### Clock nets, run 1

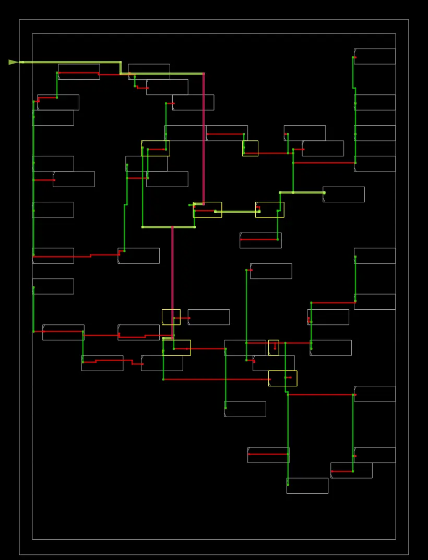
### Placement by cell class, run 1

The bar under the picture is 20 um long.
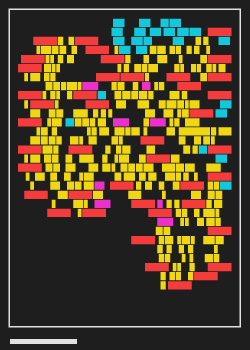
### Cells by drive strength, run 1

The bar under the picture is 20 um long.
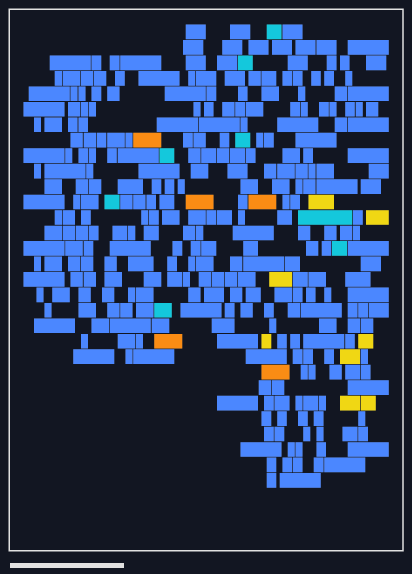
### Clock wires, drivers and flops, run 1

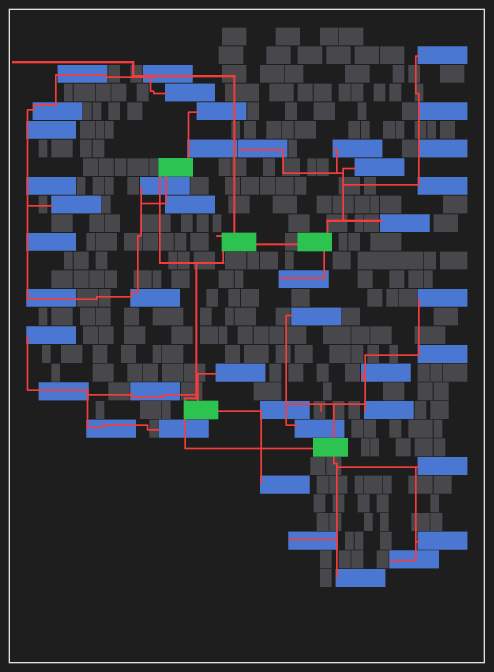
==> src/rtl/eth_pkg.sv <==
// eth_pkg: shared framing constants, state encoding and the
// nibble-wide reflected CRC-32 step used by the MII transmit path.
package eth_pkg;

  typedef enum logic [2:0] {
    ST_IDLE = 3'd0,
    ST_PRE  = 3'd1,
    ST_SFD  = 3'd2,
    ST_DATA = 3'd3,
    ST_PAD  = 3'd4,
    ST_FCS  = 3'd5,
    ST_IFG  = 3'd6
  } eth_state_e;

  localparam logic [3:0]  PREAMBLE_NIB = 4'h5;
  localparam logic [3:0]  SFD_NIB      = 4'hD;
  localparam logic [31:0] CRC32_POLY   = 32'hEDB88320;
  localparam logic [31:0] CRC32_INIT   = 32'hFFFFFFFF;
  localparam int          PRE_NIBBLES  = 15;

  // One nibble of the LSB-first CRC-32, bit 0 of the nibble first.
  function automatic logic [31:0] crc32_nib(
    input logic [31:0] crc,
    input logic [3:0]  nib
  );
    logic [31:0] c;
    c = crc;
    for (int i = 0; i < 4; i++) begin
      if (c[0] ^ nib[i]) c = (c >> 1) ^ CRC32_POLY;
      else               c = c >> 1;
    end
    return c;
  endfunction

endpackage

==> src/rtl/eth_crc32_nib.sv <==
// eth_crc32_nib: registered CRC-32 accumulator fed one nibble per
// enable, re-seeded to all ones by reset or init.
module eth_crc32_nib
  import eth_pkg::*;
(
  input  logic        mainclk,
  input  logic        rst,
  input  logic        i_init,
  input  logic        i_en,
  input  logic [3:0]  i_nib,
  output logic [31:0] o_crc
);

  logic [31:0] r_crc;

  // Seed on reset/init, otherwise fold in one nibble per enable.
  always_ff @(posedge mainclk) begin
    if (rst || i_init) r_crc <= CRC32_INIT;
    else if (i_en)     r_crc <= crc32_nib(r_crc, i_nib);
  end

  assign o_crc = r_crc;

endmodule

==> src/rtl/mii_frame_tx.sv <==
// mii_frame_tx: byte stream to MII nibble framer (preamble, SFD,
// data, zero pad, optional FCS, IFG). Macro MII_FRAME_TX_FCS_EN adds FCS.
module mii_frame_tx
  import eth_pkg::*;
#(
  parameter int MIN_FRAME   = 60,
  parameter int IFG_NIBBLES = 24
) (
  input  logic       mainclk,
  input  logic       rst,
  input  logic       nib_stb,
  input  logic [7:0] s_data,
  input  logic       s_valid,
  input  logic       s_last,
  output logic       s_ready,
  output logic [3:0] eth_txd,
  output logic       eth_tx_en,
  output logic       busy,
  output logic       underrun
);

  localparam logic [2:0] S_IDLE = ST_IDLE;
  localparam logic [2:0] S_PRE  = ST_PRE;
  localparam logic [2:0] S_SFD  = ST_SFD;
  localparam logic [2:0] S_DATA = ST_DATA;
  localparam logic [2:0] S_PAD  = ST_PAD;
  localparam logic [2:0] S_FCS  = ST_FCS;
  localparam logic [2:0] S_IFG  = ST_IFG;

`ifdef MII_FRAME_TX_FCS_EN
  localparam logic [2:0] S_TAIL = S_FCS;
`else
  localparam logic [2:0] S_TAIL = S_IFG;
`endif

  logic [2:0]  r_state;
  logic        r_phase;
  logic [3:0]  r_hi;
  logic        r_last;
  logic [10:0] r_bcnt;
  logic [15:0] r_scnt;
  logic [3:0]  r_txd;
  logic        r_txen;
  logic        r_underrun;

  logic        w_load;
  logic        w_short;
  logic [10:0] w_bcnt_inc;
  logic [3:0]  w_fcs_nib;

  assign w_load     = (r_state == S_DATA) && !r_phase;
  assign w_bcnt_inc = (r_bcnt == 11'h7FF) ? r_bcnt
                                          : r_bcnt + 11'd1;
  assign w_short    = int'({21'd0, r_bcnt}) < MIN_FRAME;

`ifdef MII_FRAME_TX_FCS_EN
  logic        w_crc_init;
  logic        w_crc_en;
  logic [3:0]  w_crc_nib;
  logic [31:0] w_crc;

  assign w_crc_init = nib_stb && (r_state == S_SFD);
  assign w_crc_en   = nib_stb &&
                      (((r_state == S_DATA) && (r_phase || s_valid)) ||
                       (r_state == S_PAD));
  assign w_crc_nib  = (r_state != S_DATA) ? 4'h0 :
                      (r_phase ? r_hi : s_data[3:0]);

  eth_crc32_nib u_crc (
    .mainclk (mainclk),
    .rst     (rst),
    .i_init  (w_crc_init),
    .i_en    (w_crc_en),
    .i_nib   (w_crc_nib),
    .o_crc   (w_crc)
  );

  // FCS goes out complemented, least significant nibble first.
  assign w_fcs_nib = ~w_crc[{r_scnt[2:0], 2'b00} +: 4];
`else
  assign w_fcs_nib = 4'h0;
`endif

  // Framing FSM; all MII outputs move only on nibble slots.
  always_ff @(posedge mainclk) begin
    if (rst) begin
      r_state    <= S_IDLE;
      r_phase    <= 1'b0;
      r_hi       <= 4'h0;
      r_last     <= 1'b0;
      r_bcnt     <= 11'd0;
      r_scnt     <= 16'd0;
      r_txd      <= 4'h0;
      r_txen     <= 1'b0;
      r_underrun <= 1'b0;
    end else begin
      r_underrun <= 1'b0;
      if (nib_stb) begin
        unique case (r_state)
          S_IDLE: begin
            if (s_valid) begin
              r_txen  <= 1'b1;
              r_txd   <= PREAMBLE_NIB;
              r_scnt  <= 16'd1;
              r_state <= S_PRE;
            end else begin
              r_txen <= 1'b0;
              r_txd  <= 4'h0;
            end
          end
          S_PRE: begin
            r_txen <= 1'b1;
            r_txd  <= PREAMBLE_NIB;
            r_scnt <= r_scnt + 16'd1;
            if (r_scnt == 16'(PRE_NIBBLES - 1))
              r_state <= S_SFD;
          end
          S_SFD: begin
            r_txen  <= 1'b1;
            r_txd   <= SFD_NIB;
            r_phase <= 1'b0;
            r_last  <= 1'b0;
            r_bcnt  <= 11'd0;
            r_state <= S_DATA;
          end
          S_DATA: begin
            if (!r_phase) begin
              if (s_valid) begin
                r_txen  <= 1'b1;
                r_txd   <= s_data[3:0];
                r_hi    <= s_data[7:4];
                r_last  <= s_last;
                r_bcnt  <= w_bcnt_inc;
                r_phase <= 1'b1;
              end else begin
                r_txen     <= 1'b0;
                r_txd      <= 4'h0;
                r_underrun <= 1'b1;
                r_scnt     <= 16'd0;
                r_state    <= S_IFG;
              end
            end else begin
              r_txen  <= 1'b1;
              r_txd   <= r_hi;
              r_phase <= 1'b0;
              r_scnt  <= 16'd0;
              if (r_last)
                r_state <= w_short ? S_PAD : S_TAIL;
            end
          end
          S_PAD: begin
            r_txen  <= 1'b1;
            r_txd   <= 4'h0;
            r_phase <= !r_phase;
            r_scnt  <= 16'd0;
            if (!r_phase)
              r_bcnt <= w_bcnt_inc;
            else if (!w_short)
              r_state <= S_TAIL;
          end
          S_FCS: begin
`ifdef MII_FRAME_TX_FCS_EN
            r_txen <= 1'b1;
            r_txd  <= w_fcs_nib;
            r_scnt <= r_scnt + 16'd1;
            if (r_scnt[2:0] == 3'd7) begin
              r_scnt  <= 16'd0;
              r_state <= S_IFG;
            end
`else
            r_txen  <= 1'b0;
            r_txd   <= w_fcs_nib;
            r_scnt  <= 16'd0;
            r_state <= S_IFG;
`endif
          end
          S_IFG: begin
            r_txen <= 1'b0;
            r_txd  <= 4'h0;
            r_scnt <= r_scnt + 16'd1;
            if (r_scnt == 16'(IFG_NIBBLES - 1))
              r_state <= S_IDLE;
          end
          default: begin
            r_txen  <= 1'b0;
            r_txd   <= 4'h0;
            r_state <= S_IDLE;
          end
        endcase
      end
    end
  end

  assign s_ready   = nib_stb && w_load;
  assign eth_txd   = r_txd;
  assign eth_tx_en = r_txen;
  assign busy      = (r_state != S_IDLE);
  assign underrun  = r_underrun;

endmodule

==> config.mk <==
export PLATFORM = sky130hd
export DESIGN_NAME = mii_frame_tx
export DESIGN_NICKNAME = d
export VERILOG_FILES = /design/src/rtl/eth_pkg.sv /design/src/rtl/eth_crc32_nib.sv /design/src/rtl/mii_frame_tx.sv
export SDC_FILE = /design/constraint.sdc
export NUM_CORES = 1
export LEC_CHECK = 0
export CORE_ASPECT_RATIO = 1.4
export CORE_MARGIN = 2
export CORE_UTILIZATION = 40
export DETAILED_ROUTE_END_ITERATION = 10
export PLACE_DENSITY = 0.7
export SLEW_MARGIN = 20
export SYNTH_ARGS = -nofsm -noshare
export SYNTH_HDL_FRONTEND = slang
export SYNTH_SLANG_ARGS = --single-unit
==> constraint.sdc <==
create_clock -name mainclk -period 3.5 [get_ports mainclk]
set_clock_uncertainty 0.2 [all_clocks]
set_input_delay 0.35 -clock mainclk [delete_from_list [all_inputs] [get_ports mainclk]]
set_output_delay 0.35 -clock mainclk [all_outputs]
set_load 0.05 [all_outputs]
==> results.txt, run 1 <==
flow finished, numbers: synth warn 0, layout net count 325, Reg area 840.8 um^2, combinational power 0.480 mW, top-level port count 21, total track usage 16.68%, Final Slew Violations 0, initial antenna violation count 0, startpoint types flop, most frequent logic cell in the layout dfxtp_1, Worst-path clk slew 80 ps, Flop pwr share 43.4%, endpoint type of the worst setup path primary output, Critical Path Sink s_ready, inverters 4, met1 usage 19.01%, final wirelength 5187 um, Reg2Reg Depth 5, Post-Synthesis Cells 298, register share after synthesis 35.56%, RSZ-0062 raised after global routing false, grt met3 use 3.695%, Fillers 579, Registers, synthesis 42, Hold Buf Count CTS 0, R2R Path End r_bcnt[3], EDFF count, synth 0, CTS H-Tree Depth 2, area of the multi-input gates 0.001425 mm^2, via count 2163, routability cong. 0.7817, postcts setup bufs 0, Avg Cell Area, Syn 7.935 um^2, critical path class reg2out, critical path's slowest cell dfxtp_1, vias in the first global route 1977, AO/OA Area Share 17.94%, post-synth top area cell dfxtp_1, combinational fraction of the cell area 53.05%, Largest delay share family, worst path simple AND/OR/NAND/NOR gates, metal1 wirelength 2419 um, Min Clock Period, post-route 2797 ps, crit path DRT 2950 ps, post-synth net total 314, crit path launch r_state[0], Synth mux share 1.852%, largest net degree at the start of global routing 26, Chip Area, Yosys 0.002365 mm^2, count leader, synth dfxtp_1, Top Metal Used met4, Hold Path Class reg2reg, min-delay src r_hi[1], GRT busiest layer met2, DRC viols 0, IO Port Bufs 20, Final period util 79.91%, Peak VDD IR 0.0002442 V, clock-cell share of area 3.354%, layout cells sized above 1 6.774%, Comb pwr share 34.1%, Fin Setup TNS 0 ps, Max Clk Rate 357.5 MHz, CTS Root Cell clkbuf_8, reg2reg setup slack 860 ps, tapcells inserted 70, GRT overflow 0, post-cts resize count 0, placed cell area 0.002596 mm^2, post-synthesis adder-cell area fraction 1.587%, Basic Gates by Area 34.07%, layout clock buffer count 5, met2 usage 29.65%, Pwr Density 523.8 mW/mm^2, Top cells excl fill/tap dfxtp_1 (42), nor2_1 (31), a21oi_1 (21), WL met3 107 um, asr flop ratio synth 0%, P_int 0.8530 mW, final hold viol count 0, stages on the worst setup path 3, first drt pass iteration count 4, Flops 42, top cells, area dfxtp_1 (36%), nor2_1 (4.9%), nand4_1 (4.5%), a21oi_1 (4.4%), xor2_1 (4.1%), Final Setup Violations 0, Log Warnings 27, Worst Tran Pin Value 715.3 ps, Max-Cap Viols 0, Signal buf overhead 8.477%, largest fanout on the critical path 25, slowest stage delay, CP 790 ps, Multi-input comb cells 232, worst hold stages 2, remaining antenna violation count after routing 0, # rows 33, vias per inst 5.692, Seq group 0.611 mW, Pre-Place Util 40.91%, Endpoint, Worst Hold r_hi[1], Netlist cell types 51, n_diodes 0, Net Sw Frac 39.38%, crit path DAT 2250 ps, maximum clock path buffer count 2, Yosys Instances 298, WL/cell 13.65 um, Area leader share 35.56%, largest class combinational gates, worst path bufs/invs 1, Die Span Y 94.98 um, chip area 0.006552 mm^2, leakage dissipation 0.8885 nW, top_reg_cell synth dfxtp_1, worst reg2reg startpoint r_state[2], Slew HR 52.25%, number of non-clock buffers 24, mapped cell area 0.002365 mm^2, top power group registers, synth cell count leaders dfxtp_1 (42), nor2_1 (31), a21oi_1 (21), Switch Pwr 0.5540 mW, Logic family by area simple AND/OR/NAND/NOR gates, status finished clean
Notes on 'Clock nets' above:
clk_lat worst skew: 300 ps
Power Clock: 0.316 mW
Num CTS Buffers: 5
clock sink total: 42

Notes on 'Placement by cell class' above:
[cyan] other buffers and delay cells | cells: 24 | share of their area: 8.8%
[yellow] combinational and other logic | cells: 236 | share of their area: 55%
[magenta] clock drivers and dummy loads | cells: 8 | share of their area: 3.5%
[red] flops | cells: 42 | share of their area: 32%
CORE AREA: 0.005781 mm^2
Seq area share: 31.30%
Core Util, Final: 46.47%

Notes on 'Cells by drive strength' above:
[blue] _0 and _1 cells | cells: 289 | share: 93% | most used: dfxtp_1
[yellow] _2 cells | cells: 8 | share: 2.6%
[orange] _6 and larger | cells: 5 | share: 1.6% | most used: clkbuf_8
[cyan] _3 and _4 cells | cells: 8 | share: 2.6% | most used: buf_4
final instance area: 0.002686 mm^2
Layout area overhead: 13.60%

Notes on 'Clock wires, drivers and flops' above:
[red] clock wires | length: 547 um
[green] clock drivers | count: 5
[blue] flip-flops | count: 42
routed clock nets: 6
Clock Power Share: 22.5%

[run 1: registers in the layout, indices dropped and copies added (netlist names)]
name	cells
r_scnt	16
r_bcnt	11
eth_txd	4
r_hi	4
r_state	3
eth_tx_en	1
r_last	1
r_phase	1
underrun	1
[run 1: stage by stage]
| step | hold WS [ps] | cells | worst slack, ps | power, mW |
|---|---|---|---|---|
| global placement | 245.4 | 372 | 875.3 | 1.097 |
| detailed placement | 255.9 | 372 | 834.2 | 1.104 |
| floorplan | 232.1 | 298 | 1116 | 0.9843 |
| global route | 291.9 | 380 | 505.2 | 1.509 |
| finish | 267.4 | 380 | 703.0 | 1.407 |
| CTS | 267.6 | 380 | 725.4 | 1.423 |
### Pin map, run 1

Pins as bars across the die edge, other pins in grey.
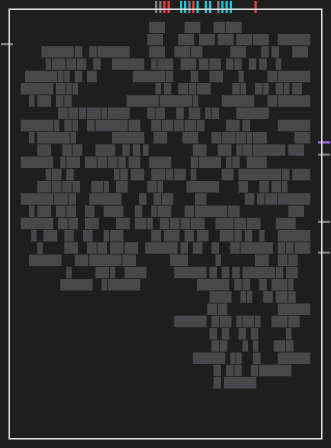

## Run 2: what changed since run 1
--- a/config.mk
+++ b/config.mk
@@ -9,7 +9,7 @@
 export CORE_MARGIN = 2
 export CORE_UTILIZATION = 40
 export DETAILED_ROUTE_END_ITERATION = 10
-export PLACE_DENSITY = 0.7
+export PLACE_DENSITY = 0.72
 export SLEW_MARGIN = 20
 export SYNTH_ARGS = -nofsm -noshare
 export SYNTH_HDL_FRONTEND = slang
==> constraint.sdc (replaced) <==
create_clock -name mainclk -period 2.25 [get_ports mainclk]
set_clock_uncertainty 0.2 [all_clocks]
set_input_delay 0.225 -clock mainclk [delete_from_list [all_inputs] [get_ports mainclk]]
set_output_delay 0.225 -clock mainclk [all_outputs]
set_load 0.05 [all_outputs]
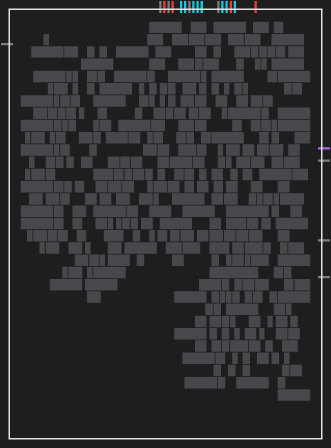
*Pin map, run 2*
Pins as bars across the die edge, other pins in grey.
[cyan] s_data | pins: 8 | direction: input | edge: top
[purple] underrun | pins: 1 | direction: output | edge: right
[red] eth_txd | pins: 4 | direction: output | edge: top
all pins by edge: 16 top, 4 right, 1 left

==> results.txt, run 2 <==
flow finished, numbers: status finished clean, Clock Power Share 24.0% (+1.5 points), startpoint types flop, register share after synthesis 35.56% (unchanged), tapcells inserted 70 (unchanged), Avg Cell Area, Syn 7.935 um^2 (unchanged), Yosys Instances 298 (unchanged), Layout Cells excl Fill 417 (+9.7%), IO Port Bufs 20 (unchanged), inverters 4 (unchanged), final instance area 0.003028 mm^2 (+13%), # rows 33 (unchanged), combinational fraction of the cell area 47.56% (-5.5 points), Area leader share 35.56% (unchanged), most frequent logic cell in the layout dfxtp_1, dpl cells 409 (+9.9%), Reg area 840.8 um^2 (unchanged), postcts setup bufs 0 (unchanged), worst reg2reg startpoint r_state[2], Fin Setup TNS 0 ps (unchanged), Log Warnings 27 (unchanged), top_reg_cell synth dfxtp_1, Hold Buf Count CTS 0 (unchanged), Die X 68.99 um, met2 WL 2943 um, first drt pass iteration count 4 (unchanged), number of non-clock buffers 61 (+150%), routability cong. 0.7937 (+1.5%), largest net degree at the start of global routing 23 (-12%), CORE AREA 0.005781 mm^2 (unchanged), via count 2344 (+8.4%), Max-Cap Viols 0 (unchanged), met1 usage 21.01% (+2.0 points), Pre-Place Util 40.91% (unchanged), Final Slew Violations 0 (unchanged), Core Util, Final 52.38% (+5.9 points), Largest register FFs 16 (unchanged), Top cells excl fill/tap dfxtp_1 (42), buf_4 (40), nor2_1 (30), CTS tree built, post-synth net total 314 (unchanged), maximum clock path buffer count 2 (unchanged), P_int 1.604 mW (+88%), Min Clock Period, post-route 2143 ps, DP Wirelength 4199 um, Final Setup Violations 0 (unchanged), Netlist cell types 51 (unchanged), asr flop ratio synth 0% (unchanged), Worst Tran Pin Value 517.8 ps (-197.5 ps), GRT busiest layer met2, leakage dissipation 1.096 nW (+23%), total power 2.522 mW (+79%), final hold viol count 0 (unchanged), worst hold stages 2 (unchanged), Max Clk Rate 466.6 MHz, GRT overflow 0 (unchanged), mapped cell area 0.002365 mm^2 (unchanged), Layout area overhead 28.04%, largest class combinational gates, Die Span Y 94.98 um (unchanged), Flops 42 (unchanged), Power Clock 0.605 mW (+91%), post-cts resize count 0 (unchanged), layout net count 362 (+11%), Slew HR 65.37% (+13 points), EDFF count, synth 0 (unchanged), remaining antenna violation count after routing 0 (unchanged), synth cell count leaders dfxtp_1 (42), nor2_1 (31), a21oi_1 (21), Flop pwr share 33.6% (-9.8 points), DRC viols 0 (unchanged), min-delay src r_hi[2], final worst slack 107.0 ps (-596.0 ps), Seq group 0.848 mW (+39%), metal1 wirelength 2427 um (+0.33%), Comb pwr share 42.4% (+8.3 points), placed cell area 0.002899 mm^2 (+12%), WL/cell 13.49 um (-1.2%), Post-Synthesis Cells 298 (unchanged), Pwr Density 833.0 mW/mm^2 (+59%), Worst-path clk slew 90 ps (about the same), top-level port count 21 (unchanged), final wirelength 5625 um (+8.4%), Net Sw Frac 36.39% (-3.0 points), Top reg by flops r_scnt, total track usage 18.24% (+1.6 points), crit path DRT 2230 ps (-720 ps), CTS H-Tree Depth 2 (unchanged), vias per inst 5.621 (-1.2%), first-pass GRT wire length 9370 um, Iter 0 DRT Violations 131, Hold Path Class reg2reg, endpoint type of the worst setup path flop, WL met3 164 um (+53%), clk_lat worst skew 290 ps (about the same), Reg2Reg Depth 6 (+1), Top Metal Used met4, area of the multi-input gates 0.001440 mm^2 (+1.1%), worst hold slack 269.0 ps (+1.619 ps), Multi-input comb cells 232 (unchanged), Signal buf overhead 17.56% (+9.1 points), Regs by FF count r_scnt x16, r_bcnt x11, Fillers 557 (-3.8%), DP Worst Slack -31.04 ps (-865.3 ps), Switch Pwr 0.9178 mW (+66%), top cells, area dfxtp_1 (36%), nor2_1 (4.9%), nand4_1 (4.5%), a21oi_1 (4.4%), xor2_1 (4.1%), Num CTS Buffers 5 (unchanged), Final period util 95.24%, reg2reg setup slack 110 ps (-750 ps), top power group combinational logic, Seq area share 27.77% (-3.5 points), Endpoint, Worst Hold r_hi[2], crit path DAT 2130 ps (-120 ps), critical path class reg2reg, Chip Area, Yosys 0.002365 mm^2 (unchanged), post-synth top area cell dfxtp_1, Registers, synthesis 42 (unchanged), synth warn 0 (unchanged), Peak VDD IR 0.0004165 V (+71%), chip area 0.006552 mm^2 (unchanged), crit path launch r_state[2], layout clock buffer count 5 (unchanged), R2R Path End r_state[0], vias in the first global route 2230 (+13%), largest fanout on the critical path 21 (-16%), clock-cell share of area 3.719% (+0.37 points), combinational power 1.07 mW (+120%), n_diodes 0 (unchanged), CTS Root Cell clkbuf_8, initial antenna violation count 0 (unchanged), clock sink total 42 (unchanged), grt met3 use 3.814% (+0.12 points), met2 usage 32.05% (+2.4 points), count leader, synth dfxtp_1, layout cells sized above 1 18.16% (+11 points)
## run 2: cell counts after synthesis
Identical to the previous run, type by type.
## run 2: critical path, stage by stage, from the launching register on
cell and delay (ps):
dfxtp_1 330, buf_4 230, nand3b_1 250, nor3b_1 90
nor4_1 350, and3_1 260, mux2_1 340
## run 2: kinds of logic after synthesis
kind of cell    synth area share [%]
mux                            1.852
compound gates                 17.94
buf+inv                        4.180
simple gates                   34.07
fa+ha+maj                      1.587
flops                          35.56
xor+xnor                       4.815
## run 2: how the worst max path moves through the flow
stage,endpoint,slack [ps]
after CTS,r_bcnt[1],1
after floorplan,r_bcnt[3],10
after detailed placement,r_state[0],-30
final,r_state[0],110
after global routing,r_bcnt[1],-2
after global placement,r_state[0],30
### Clock nets, run 2

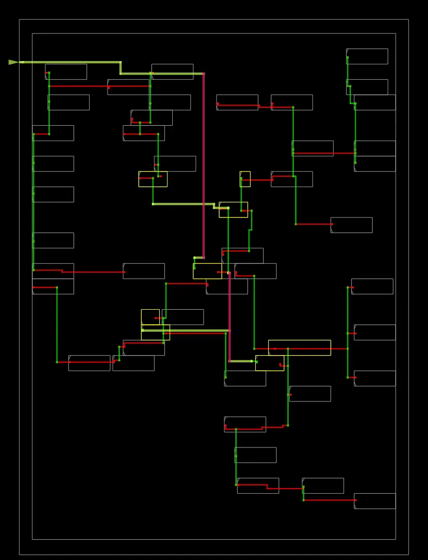

## Run 3: what changed since run 2
--- a/config.mk
+++ b/config.mk
@@ -9,7 +9,8 @@
 export CORE_MARGIN = 2
 export CORE_UTILIZATION = 40
 export DETAILED_ROUTE_END_ITERATION = 10
-export PLACE_DENSITY = 0.72
+export PLACE_DENSITY = 0.7
+export REMOVE_ABC_BUFFERS = 1
 export SLEW_MARGIN = 20
 export SYNTH_ARGS = -nofsm -noshare
 export SYNTH_HDL_FRONTEND = slang
==> constraint.sdc (replaced) <==
create_clock -name mainclk -period 2.5 [get_ports mainclk]
set_clock_uncertainty 0.2 [all_clocks]
set_input_delay 0.25 -clock mainclk [delete_from_list [all_inputs] [get_ports mainclk]]
set_output_delay 0.25 -clock mainclk [all_outputs]
set_load 0.05 [all_outputs]
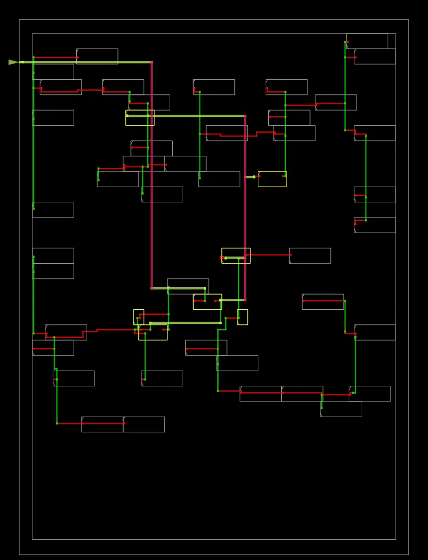
*Clock nets, run 3*
layout clock buffer count: 5
Flops: 42
Power Clock: 0.415 mW

==> results.txt, run 3 <==
flow finished, numbers: EDFF count, synth 0 (unchanged), Num CTS Buffers 5 (unchanged), largest net degree at the start of global routing 23 (unchanged), Endpoint, Worst Hold r_hi[2], worst hold stages 2 (unchanged), maximum clock path buffer count 2 (unchanged), Min Clock Period, post-route 2363 ps (+220.2 ps), met1 usage 18.84% (-2.2 points), WL met3 110 um (-33%), synth warn 0 (unchanged), combinational fraction of the cell area 50.44% (+2.9 points), combinational power 0.851 mW (-20%), status finished clean, Area leader share 35.56% (unchanged), Peak VDD IR 0.0004384 V (+5.3%), startpoint types flop, Seq group 0.784 mW (-7.5%), remaining antenna violation count after routing 0 (unchanged), Max Clk Rate 423.2 MHz (-9.3%), Worst-path clk slew 80 ps (about the same), first-pass GRT wire length 9232 um (-1.5%), critical path's slowest cell or4_1, critical path class reg2reg, Pwr Density 725.7 mW/mm^2 (-13%), Seq area share 29.76% (+2.0 points), Comb pwr share 41.5% (-0.9 points), Hold Buf Count CTS 0 (unchanged), most frequent logic cell in the layout dfxtp_1, crit path DRT 2500 ps (+270 ps), Flop pwr share 38.3% (+4.7 points), Final Slew Violations 0 (unchanged), final instance area 0.002825 mm^2 (-6.7%), initial antenna violation count 0 (unchanged), CORE AREA 0.005781 mm^2 (unchanged), via count 2274 (-3.0%), Core Util, Final 48.87% (-3.5 points), placed cell area 0.002746 mm^2 (-5.3%), vias per inst 5.742 (+2.2%), synth cell count leaders dfxtp_1 (42), nor2_1 (31), a21oi_1 (21), CTS tree built, CTS Root Cell clkbuf_8, n_diodes 0 (unchanged), DP Wirelength 4192 um (-0.17%), worst reg2reg startpoint r_bcnt[0], Switch Pwr 0.7901 mW (-14%), Chip Area, Yosys 0.002365 mm^2 (unchanged), Largest delay share family, worst path simple AND/OR/NAND/NOR gates, clock-cell share of area 2.790% (-0.93 points), Top Metal Used met4, met2 WL 3091 um (+5.0%), DRC viols 0 (unchanged), slowest stage delay, CP 610 ps (+260 ps), met2 usage 35.42% (+3.4 points), critical-path cell list ha_1 > nand3_2 > or4_1 > a311oi_4 > o21ai_1 > o31ai_1, worst path bufs/invs 0 (-1), Max-Cap Viols 0 (unchanged), chip area 0.006552 mm^2 (unchanged), Clock Power Share 20.3% (-3.7 points), postcts setup bufs 0 (unchanged), crit path DAT 2370 ps (+240 ps), largest class combinational gates, IO Port Bufs 20 (unchanged), GRT overflow 0 (unchanged), leakage dissipation 0.9822 nW (-10%), R2R Path End r_bcnt[3], Log Warnings 26 (-3.7%), Reg2Reg Depth 6 (unchanged), top_reg_cell synth dfxtp_1, clk_lat worst skew 300 ps (about the same), tapcells inserted 70 (unchanged), Yosys Instances 298 (unchanged), Iter 0 DRT Violations 87 (-34%), Pre-Place Util 40.91% (unchanged), DP Worst Slack 50.18 ps (+81.22 ps), Fin Setup TNS 0 ps (unchanged), largest fanout on the critical path 9 (-57%), Final period util 94.53% (-0.72 points), final hold viol count 0 (unchanged), top power group combinational logic, worst hold slack 257.2 ps (-11.82 ps), count leader, synth dfxtp_1, total power 2.050 mW (-19%), post-cts resize count 0 (unchanged), number of non-clock buffers 41 (-33%), Top reg by flops r_scnt, Die X 68.99 um (unchanged), layout net count 342 (-5.5%), Hold Path Class reg2reg, crit path launch r_bcnt[0], grt met3 use 3.576% (-0.24 points), Post-Synthesis Cells 298 (unchanged), Final Setup Violations 0 (unchanged)
==> run 3: netlist changes by cell type in the layout (fill, tap and decap cells not counted), sizes merged <==
cell	delta
buf	-20
bufinv	-1
inv	-1
clkinv	+1
==> run 3: cell families after synthesis <==
kind of cell,share of synthesized area (%)
AOI/OAI and AO/OA,17.94
xor gates and xnor gates,4.815
adders and majority gates,1.587
buffers and inverters,4.180
DFF,35.56
muxes,1.852
and+or+nand+nor,34.07
==> run 3: worst max path at each step <==
stage               cells after the start          to  slack (ps)
CTS                                     6   r_bcnt[3]          50
detailed placement                      7  r_state[0]          50
floorplan                               5     r_hi[0]         -50
global placement                        7  r_state[0]         120
global route                            6   r_bcnt[3]          10
finish                                  6   r_bcnt[3]         140
Power figures rest on the tool's default switching activity, not on a simulated workload.
